File: config.mk
export PLATFORM = sky130hd
export DESIGN_NAME = freq_meter
export DESIGN_NICKNAME = d
export VERILOG_FILES = /design/src/rtl/freq_meter_pkg.sv /design/src/rtl/sync_edge_det.sv /design/src/rtl/freq_meter.sv
export SDC_FILE = /design/constraint.sdc
export NUM_CORES = 1
export LEC_CHECK = 0
export ABC_CLOCK_PERIOD_IN_PS = 2350
export CORE_ASPECT_RATIO = 1.25
export CORE_MARGIN = 3
export CORE_UTILIZATION = 45
export CTS_BUF_LIST = sky130_fd_sc_hd__clkbuf_4
export DETAILED_ROUTE_END_ITERATION = 10
export GPL_ROUTABILITY_DRIVEN = 0
export PLACE_DENSITY = 0.81
export SLEW_MARGIN = 5
export SYNTH_ARGS = -nofsm -noshare
export SYNTH_HDL_FRONTEND = slang
export SYNTH_SLANG_ARGS = --single-unit
File: constraint.sdc
create_clock -name clk -period 2.35 [get_ports clk]
set_input_delay 0.47 -clock clk [delete_from_list [all_inputs] [get_ports clk]]
set_output_delay 0.47 -clock clk [all_outputs]
set_load 0.1 [all_outputs]
File: src/rtl/freq_meter_pkg.sv
// rtl/freq_meter_pkg.sv - shared state encoding for the frequency meter
package freq_meter_pkg;

    typedef enum logic [1:0] {
        ST_IDLE    = 2'd0,
        ST_MEASURE = 2'd1,
        ST_TIMEOUT = 2'd2
    } state_t;

endpackage

File: src/rtl/sync_edge_det.sv
// rtl/sync_edge_det.sv - two-flop synchronizer with rising-edge detect
module sync_edge_det (
    input  logic clk,
    input  logic rst,
    input  logic d_async,
    output logic level,
    output logic rise
);

    logic meta;
    logic level_d;

    always_ff @(posedge clk) begin
        if (rst) begin
            meta    <= 1'b0;
            level   <= 1'b0;
            level_d <= 1'b0;
        end else begin
            meta    <= d_async;
            level   <= meta;
            level_d <= level;
        end
    end

    assign rise = level & ~level_d;

endmodule

File: src/rtl/freq_meter.sv
// rtl/freq_meter.sv - period / high-time meter with activity timeout; FREQ_METER_DUTY_MEAS_EN adds high-time
module freq_meter
    import freq_meter_pkg::*;
#(
    parameter int CNT_W   = 26,
    parameter int TIMEOUT = 50_000_000
) (
    input  logic             clk,
    input  logic             rst,
    input  logic             sig_in,
    output logic [CNT_W-1:0] period,
    output logic             period_valid,
    output logic             timeout,
    output logic [CNT_W-1:0] high_time
);

    localparam logic [CNT_W-1:0] TIMEOUT_C = CNT_W'(TIMEOUT);
    localparam logic [CNT_W-1:0] ONE_C     = CNT_W'(1);

    logic             level;
    logic             rise;
    state_t           state;
    logic [CNT_W-1:0] cnt;

    sync_edge_det u_sync (
        .clk     (clk),
        .rst     (rst),
        .d_async (sig_in),
        .level   (level),
        .rise    (rise)
    );

`ifdef FREQ_METER_DUTY_MEAS_EN
    logic [CNT_W-1:0] hcnt;
`else
    logic unused_level;
    assign unused_level = level;
    assign high_time    = '0;
`endif

    always_ff @(posedge clk) begin
        if (rst) begin
            state        <= ST_IDLE;
            cnt          <= '0;
            period       <= '0;
            period_valid <= 1'b0;
            timeout      <= 1'b0;
`ifdef FREQ_METER_DUTY_MEAS_EN
            hcnt         <= '0;
            high_time    <= '0;
`endif
        end else begin
            period_valid <= 1'b0;
            case (state)
                ST_IDLE: begin
                    if (rise) begin
                        state <= ST_MEASURE;
                        cnt   <= ONE_C;
`ifdef FREQ_METER_DUTY_MEAS_EN
                        hcnt  <= ONE_C;
`endif
                    end
                end
                ST_MEASURE: begin
                    // An edge landing on the timeout cycle still closes a valid period
                    if (rise) begin
                        period       <= cnt;
                        period_valid <= 1'b1;
                        cnt          <= ONE_C;
`ifdef FREQ_METER_DUTY_MEAS_EN
                        high_time    <= hcnt;
                        hcnt         <= ONE_C;
`endif
                    end else if (cnt == TIMEOUT_C) begin
                        state   <= ST_TIMEOUT;
                        timeout <= 1'b1;
                    end else begin
                        cnt  <= cnt + ONE_C;
`ifdef FREQ_METER_DUTY_MEAS_EN
                        hcnt <= hcnt + CNT_W'(level);
`endif
                    end
                end
                ST_TIMEOUT: begin
                    // The interrupted period is dropped; this edge only rearms
                    if (rise) begin
                        state   <= ST_MEASURE;
                        timeout <= 1'b0;
                        cnt     <= ONE_C;
`ifdef FREQ_METER_DUTY_MEAS_EN
                        hcnt    <= ONE_C;
`endif
                    end
                end
                default: begin
                    state <= ST_IDLE;
                    cnt   <= '0;
                end
            endcase
        end
    end

endmodule

Sizing map:
(4 px per um)
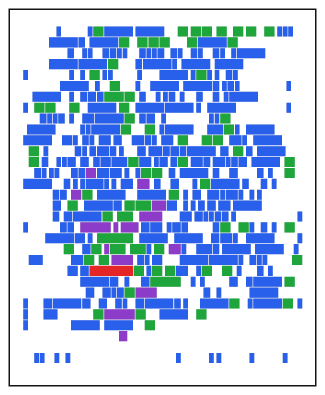
Blue marks _0 and _1 cells, cells 309, share 77%, most used nand2_1. Purple marks _2 cells, cells 14, share 3.5%. Red marks _6 and larger, cells 1, share 0.25%, most used bufinv_16. Green marks _3 and _4 cells, cells 75, share 19%, most used buf_4.
final worst setup slack: 38.30 ps
nonclk buf count: 60

I/O pins on the die edge:
(4 px per um) Pins as bars across the die edge, other pins in gray.
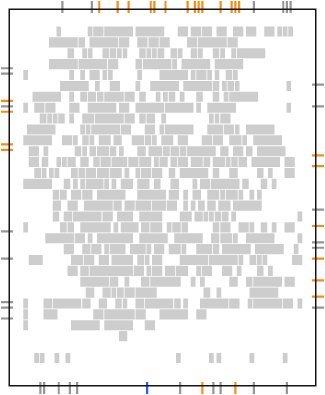
Blue marks `timeout`, pins 1, direction output, edge bottom. Orange marks `period`, pins 26, direction output, edge 14 top, 6 right, 4 left, 2 bottom.
overall die width: 76.23 um
tally of buffers added on design ports: 30
Die Span Y: 93.78 um

Wiring by layer:
(4 px per um) Only two layers are drawn.
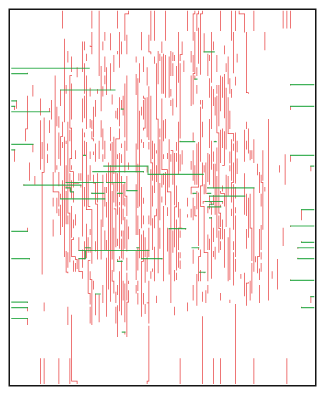
Red marks metal 2, wire length 3280 um. Green marks metal 3, wire length 283 um.
total via count after detailed routing: 2493
drt wl/cell: 13.54 um
wire length after detailed routing: 6514 um
Total GRT Usage: 18.65%

Cell outlines without signal wires:
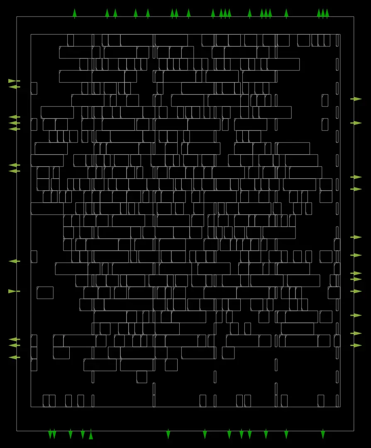
post-layout utilization of the core: 56.43%
Flop Count: 59
Final Instance Count excl. Fillers: 481

Port wiring:
(3 px per um)
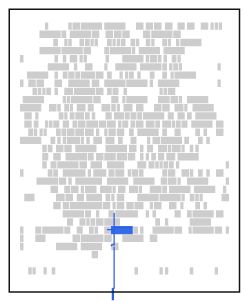
Blue marks `timeout`, bits 1, direction output, edge bottom, end cells 1, buffers 1, wire 35.0 um.
I/O pin total: 57

==> out/results.md <==
| Stage | Quantity | Reported |
| --- | --- | --- |
| setup path | Cell depth of the worst flop-to-flop path | 7 |
| cts | Number of buffers inserted by hold repair at cts | 0 |
| setup path | Register-to-register setup slack | 40 ps |
| setup path | Origin of the worst setup path | cnt[1] |
| cells and area | Top flop regs | cnt (26), period (26), state (2) |
| cells and area | Final Cell Area | 3327 um^2 |
| floorplanning | Core Box Area | 5896 um^2 |
| hold path | Hold Crit Start | u_sync.meta |
| synthesis | Async SR Flop Fraction | 0% |
| drt | Post-route DRC violation count | 0 |
| placement | Detailed-placement wirelength estimate | 4610 um |
| setup path | Required time of the critical path | 2600 ps |
| cells and area | Share of layout cells above drive strength 1 | 22.56% |
| sta | Maximum operating frequency | 0.4326 GHz |
| setup path | Cell seen most often among critical-path stages | sky130_fd_sc_hd__or4_4 |
| setup path | CP max stage delay | 550 ps |
| power | Share of total power in sequential cells | 52.0% |
| status | Run status | finished, final reports clean |
| synthesis | Mux share of post-synthesis cell area | 0% |
| sta | Finish-stage setup viols | 0 |
| power | Seq group | 1010 uW |
| global routing | First-pass GRT wire length | 10610 um |
| synthesis | Chip area line of the yosys report | 2774 um^2 |
| synthesis | Sequential share of the synthesized area | 42.58% |
| synthesis | Flip-flops with a built-in enable | 0 |
| sta | Final period demand of the worst path | 2312 ps |
| cts | Deepest clock path buffer count | 2 |
| drt | Routed via count divided by cell count | 5.183 |
| synthesis | Adders+Majority by Area | 0.9021% |
| synthesis | Area fraction in compound gates after synthesis | 14.25% |
| placement | Setup slack at placement | 54.27 ps |
| global routing | Global Route met1 Usage | 21.55% |
| hold path | Sink of the worst hold path | u_sync.level |
| cts | TritonCTS clock tree | yes |
| cts | Number of buffers added by the clock tree synthesis step | 9 |
| setup path | Type of element launching the critical path | register |
| cells and area | Antenna Cells | 0 |
| global routing | Vias in the first global route | 2285 |
| cells and area | Area added between synthesis and finish | 19.94% |
| power | Static leakage | 0.001252 uW |
| power | Power after layout | 1942 uW |
Yosys cell counts (2+ instances only):
| master | n |
|---|---|
| sky130_fd_sc_hd__nand3_1 | 11 |
| sky130_fd_sc_hd__nand2_1 | 65 |
| sky130_fd_sc_hd__nor4b_1 | 3 |
| sky130_fd_sc_hd__xnor2_1 | 10 |
| sky130_fd_sc_hd__nor4_1 | 4 |
| sky130_fd_sc_hd__nor2_1 | 23 |
| sky130_fd_sc_hd__a21o_1 | 2 |
| sky130_fd_sc_hd__and2_1 | 2 |
| sky130_fd_sc_hd__nand4_1 | 3 |
| sky130_fd_sc_hd__nor3_1 | 5 |
| sky130_fd_sc_hd__a31oi_1 | 2 |
| sky130_fd_sc_hd__o21ai_0 | 11 |
| sky130_fd_sc_hd__buf_2 | 2 |
| sky130_fd_sc_hd__clkbuf_1 | 11 |
| sky130_fd_sc_hd__or4_1 | 3 |
| sky130_fd_sc_hd__nor2b_1 | 6 |
| sky130_fd_sc_hd__a21oi_1 | 37 |
| sky130_fd_sc_hd__nand2b_1 | 2 |
| sky130_fd_sc_hd__or4_4 | 2 |
| sky130_fd_sc_hd__buf_4 | 26 |
| sky130_fd_sc_hd__inv_1 | 7 |
| sky130_fd_sc_hd__and3_1 | 4 |
| sky130_fd_sc_hd__o41ai_1 | 2 |
| sky130_fd_sc_hd__ha_1 | 2 |
| sky130_fd_sc_hd__or3b_2 | 3 |
| sky130_fd_sc_hd__dfxtp_1 | 59 |
| sky130_fd_sc_hd__or3_1 | 9 |
cell type report:
| class | count | area (um^2) |
|---|---|---|
| tap | 82 | 102.6 |
| sequential | 59 | 1184 |
| clock buffer | 10 | 75.07 |
| fill | 569 | 2569 |
| multi-input combinational | 258 | 1439 |
| inverter | 7 | 26.28 |
| clock inverter | 5 | 45.04 |
| timing repair buffer | 60 | 455.4 |
Power is estimated from default activity; no workload was simulated.
